**Run 1: routed clock nets over the placement**

Drawn at 4 px/um.
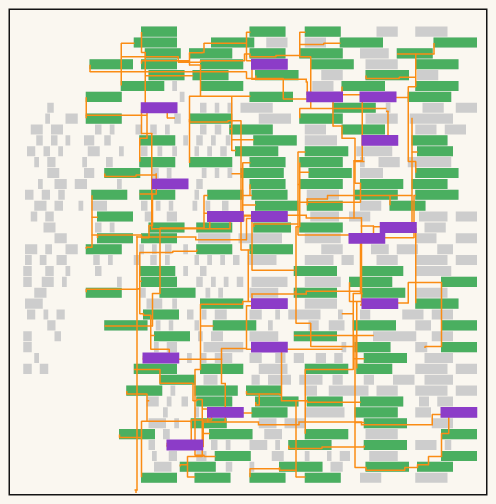
**Run 1: cell classes on the final placement**

Drawn at 3 px/um. Fill, decap, tap and diode cells in grey.
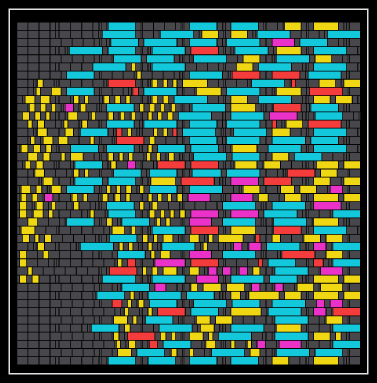
**Run 1: clock wiring as the flow saved it**

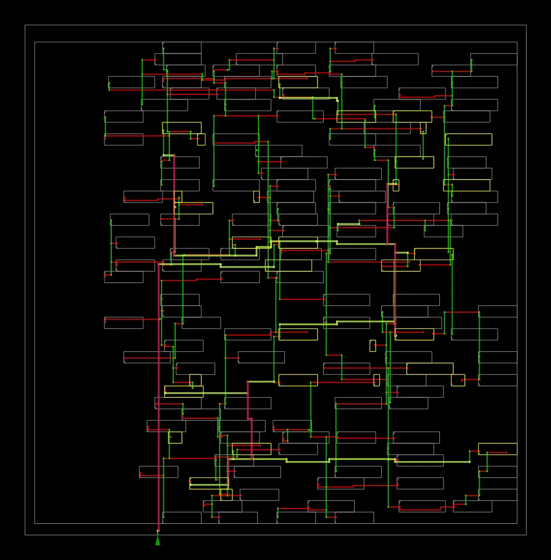
## src/rtl/fir_decim_out.sv

```systemverilog
// Output stage behind fastfir: decimate, round convergently, saturate to OW bits,
// and buffer in a small first-word-fall-through FIFO on a valid/ready stream.
module fir_decim_out #(
  parameter int IW     = 31,
  parameter int OW     = 16,
  parameter int SHIFT  = 15,
  parameter int NDECIM = 4,
  parameter int LGFIFO = 2
) (
  input  logic          i_clk,
  input  logic          i_reset_n,
  input  logic          i_ce,
  input  logic [IW-1:0] i_sample,
  input  logic          i_clr_flags,
  output logic          o_valid,
  input  logic          i_ready,
  output logic [OW-1:0] o_data,
  output logic          o_sat,
  output logic          o_ovfl
);

  localparam int unsigned PW    = (NDECIM > 1) ? $clog2(NDECIM) : 1;
  localparam int unsigned SW    = IW + 1 - SHIFT;
  localparam int unsigned DEPTH = 1 << LGFIFO;

  localparam logic [SHIFT-1:0] HALF = {1'b1, {(SHIFT-1){1'b0}}};
  localparam logic [SW-1:0]    MAXV = SW'((1 << (OW-1)) - 1);
  localparam logic [SW-1:0]    MINV = ~MAXV;

  logic [PW-1:0]     phase;
  logic              v1, v2;
  logic [SW-1:0]     q1;
  logic [OW-1:0]     data2;
  logic              carry;
  logic              sat_hi, sat_lo, sat_evt;

  logic [LGFIFO:0]   wptr, rptr;
  logic [OW-1:0]     mem [DEPTH];
  logic [OW-1:0]     hold;
  logic              empty, full, pop, push, drop;

  // Only the kept bits of (sample + 2^(SHIFT-1)-1 + lsb) are stored; the carry out
  // of the discarded bits reduces to a compare against one half, biased by the kept lsb.
  always_comb begin
    carry = i_sample[SHIFT] ? (i_sample[SHIFT-1:0] >= HALF)
                            : (i_sample[SHIFT-1:0] >  HALF);
  end

  always_comb begin
    sat_hi  = $signed(q1) > $signed(MAXV);
    sat_lo  = $signed(q1) < $signed(MINV);
    sat_evt = v1 & (sat_hi | sat_lo);
  end

  always_comb begin
    empty   = (wptr == rptr);
    full    = (wptr[LGFIFO] != rptr[LGFIFO]) &&
              (wptr[LGFIFO-1:0] == rptr[LGFIFO-1:0]);
    o_valid = ~empty;
    pop     = o_valid & i_ready;
    push    = v2 & (~full | pop);
    drop    = v2 & full & ~pop;
    o_data  = empty ? hold : mem[rptr[LGFIFO-1:0]];
  end

  always_ff @(posedge i_clk or negedge i_reset_n) begin
    if (!i_reset_n) begin
      phase  <= '0;
      v1     <= 1'b0;
      q1     <= '0;
      v2     <= 1'b0;
      data2  <= '0;
      wptr   <= '0;
      rptr   <= '0;
      hold   <= '0;
      o_sat  <= 1'b0;
      o_ovfl <= 1'b0;
    end else begin
      v1 <= i_ce && (phase == '0);
      if (i_ce) begin
        phase <= (phase == PW'(NDECIM - 1)) ? '0 : phase + PW'(1);
        q1    <= {i_sample[IW-1], i_sample[IW-1:SHIFT]} + SW'(carry);
      end

      v2 <= v1;
      if (sat_hi)      data2 <= MAXV[OW-1:0];
      else if (sat_lo) data2 <= MINV[OW-1:0];
      else             data2 <= q1[OW-1:0];

      if (push) wptr <= wptr + 1'b1;
      if (pop) begin
        rptr <= rptr + 1'b1;
        hold <= mem[rptr[LGFIFO-1:0]];
      end

      if (sat_evt)          o_sat <= 1'b1;
      else if (i_clr_flags) o_sat <= 1'b0;

      if (drop)             o_ovfl <= 1'b1;
      else if (i_clr_flags) o_ovfl <= 1'b0;
    end
  end

  always_ff @(posedge i_clk) begin
    if (push) mem[wptr[LGFIFO-1:0]] <= data2;
  end

endmodule
```

## config.mk

```make
export PLATFORM = sky130hd
export DESIGN_NAME = fir_decim_out
export DESIGN_NICKNAME = d
export VERILOG_FILES = /design/src/rtl/fir_decim_out.sv
export SDC_FILE = /design/constraint.sdc
export NUM_CORES = 1
export LEC_CHECK = 0
export CAP_MARGIN = 15
export CELL_PAD_IN_SITES_DETAIL_PLACEMENT = 2
export CELL_PAD_IN_SITES_GLOBAL_PLACEMENT = 2
export CORE_AREA = 2 2 117 119
export DETAILED_ROUTE_END_ITERATION = 12
export DIE_AREA = 0 0 119 121
export DONT_BUFFER_PORTS = 1
export PLACE_DENSITY = 0.85
export SLEW_MARGIN = 20
export SYNTH_ARGS = -nofsm -noshare
export SYNTH_HDL_FRONTEND = slang
export SYNTH_SLANG_ARGS = --single-unit
```

## constraint.sdc

```tcl
create_clock -name i_clk -period 1.9 [get_ports i_clk]
set_input_delay 0.38 -clock i_clk [delete_from_list [all_inputs] [get_ports i_clk]]
set_output_delay 0.38 -clock i_clk [all_outputs]
set_load 0.03 [all_outputs]
```

==> flow_summary.json, run 1 <==
{
  "reg2reg_from": "rptr[0]",
  "num_antenna_cells": 0,
  "rsz0062_at_grt": "yes",
  "yosys_area_sq_mm": 0.00532,
  "place_ws_ps": -79.3,
  "report.final.slew_viol_count": 0,
  "compound_area_frac": 0.0374,
  "setup_ws_ps": -561,
  "gp_congestion": 0.725,
  "xor_share": 0.0362,
  "p_leak_nw": 2.61,
  "cts_max_level": 4,
  "p_per_area_mw_per_mm2": 1880,
  "crit_path_max_fanout": 9,
  "drc_errors": 0,
  "setup_viol": 101,
  "pg_comb_mw": 5.03,
  "grt_overflow": 0,
  "dominant_cells": "flip-flops and latches",
  "clkbuf_count": 20,
  "routed-wl-met2_mm": 9.54,
  "regArea_sq_mm": 0.00345,
  "wl_met1_mm": 7.20,
  "grtUsageTotal": 0.218,
  "holdPathStages": 1,
  "criticalPathCategory": "register to primary output",
  "placed_cell_area_sq_mm": 0.00566,
  "logic_family": "multiplexers",
  "violations": "setup timing",
  "warning_count": 32,
  "relSlewSlack": 0.612,
  "wl_per_cell_um": 30.7,
  "cpLargestDelayFamily": "buffers and inverters",
  "run_status": "complete, but fails checks",
  "layoutNonFillerInstCount": 588,
  "final_area_sq_mm": 0.00669,
  "pg_seq_mw": 4.05,
  "io_pins": 55,
  "via_per_inst": 5.63,
  "clk_path_buf_depth": 2,
  "lay_top_count": "edfxtp_1",
  "cts_tree": "done",
  "wl_met3_um": 827,
  "common_cells": "edfxtp_1 (64), dfrtp_1 (61), nor2_1 (36), mux2_2 (26), nand2_1 (22)",
  "netlist_area_sq_mm": 0.00532,
  "grtUsageMet2": 0.384,
  "drt_iter0_drc": 299,
  "path_cells": "buf_12 > xnor2_4 > nand3b_1 > buf_6 > buf_12 > mux2_4"
}
Notes on 'routed clock nets over the placement' above:
flip-flops: shown in green, count 125. cells driving clock nets: shown in purple, count 17. clock wires: shown in orange, length 2,050 um.
There are 18 routed clock nets.

Notes on 'cell classes on the final placement' above:
clock drivers and dummy loads: shown in red, cells 32. flip-flops: shown in cyan, cells 125. other buffers and delay cells: shown in magenta, cells 31. all other logic: shown in yellow, cells 224.
Site Rows: 42
Final Util: 0.511
sequential share of cell area: 0.516

Notes on 'clock wiring as the flow saved it' above:
seq_cells: 125
clock group power: 3.49 mW
Worst-Skew Late Latency: 440 ps
Worst Skew: 20.9 ps

--- run 2 (diff from run 1) ---
--- a/config.mk
+++ b/config.mk
@@ -5,7 +5,6 @@
 export SDC_FILE = /design/constraint.sdc
 export NUM_CORES = 1
 export LEC_CHECK = 0
-export CAP_MARGIN = 15
 export CELL_PAD_IN_SITES_DETAIL_PLACEMENT = 2
 export CELL_PAD_IN_SITES_GLOBAL_PLACEMENT = 2
 export CORE_AREA = 2 2 117 119
**Run 2: met2 routing**

Drawn at 4 px/um.
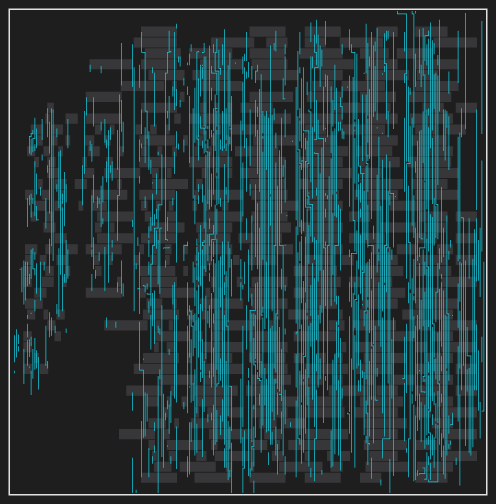
The layer holds 53% of the routed length. The wires run mostly vertical.

**Run 2: routed clock nets over the placement**

Drawn at 4 px/um.
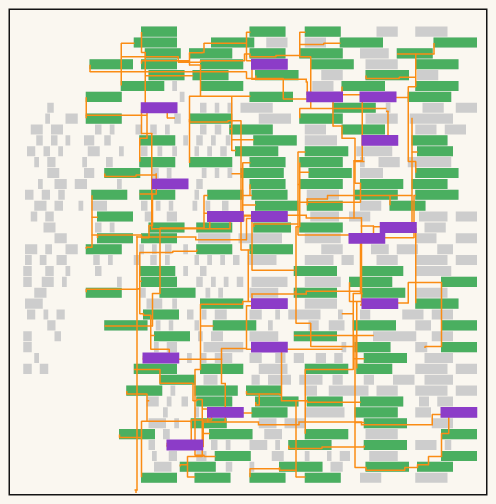
flip-flops: shown in green, count 125. clock wires: shown in orange, length 2,050 um. cells driving clock nets: shown in purple, count 17.
There are 18 routed clock nets.
Clk pwr share: 0.278

**Run 2: cell classes on the final placement**

Drawn at 3 px/um. Fill, decap, tap and diode cells in grey.
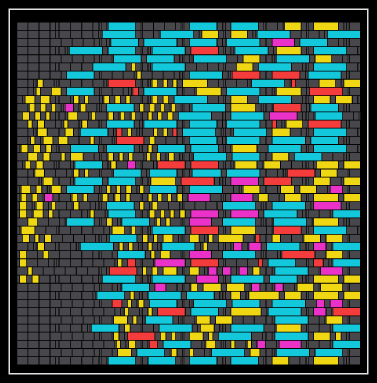
clock drivers and dummy loads: shown in red, cells 32. other buffers and delay cells: shown in magenta, cells 31. all other logic: shown in yellow, cells 224. flip-flops: shown in cyan, cells 125.

==> run 2 against run 1 <==
The run still ends with setup timing left. Sequential cell count is the same. Clock skew is the same. Global-route usage is the same. Largest cell class unchanged. Clock power is essentially flat. Via count is the same. Total power is the same. Setup slack is the same. Synthesized area is the same. Sequential share of layout area is the same.
==> flow_summary.json, run 2 <==
{
  "run_status": "complete, but fails checks",
  "warning_count": 32,
  "yosys_area_sq_mm": 0.00532,
  "flops": 125,
  "violations": "setup timing",
  "cts_tree": "done",
  "pg_comb_mw": 5.03,
  "lay_top_count": "edfxtp_1",
  "grtUsageMet2": 0.384,
  "setup_viol": 101,
  "p_clk_mw": 3.49,
  "gp_congestion": 0.725,
  "final_area_sq_mm": 0.00669,
  "wl_met3_um": 827,
  "row_count": 42,
  "holdPathStages": 1,
  "routed-wl-met2_mm": 9.54,
  "setup_ws_ps": -561,
  "xor_share": 0.0362,
  "placed_cell_area_sq_mm": 0.00566,
  "rsz0062_at_grt": "yes",
  "layoutNonFillerInstCount": 588,
  "common_cells": "edfxtp_1 (64), dfrtp_1 (61), nor2_1 (36), mux2_2 (26), nand2_1 (22)",
  "num_antenna_cells": 0,
  "clk_path_buf_depth": 2
}
Power figures rest on the tool's default switching activity, not on a simulated workload.
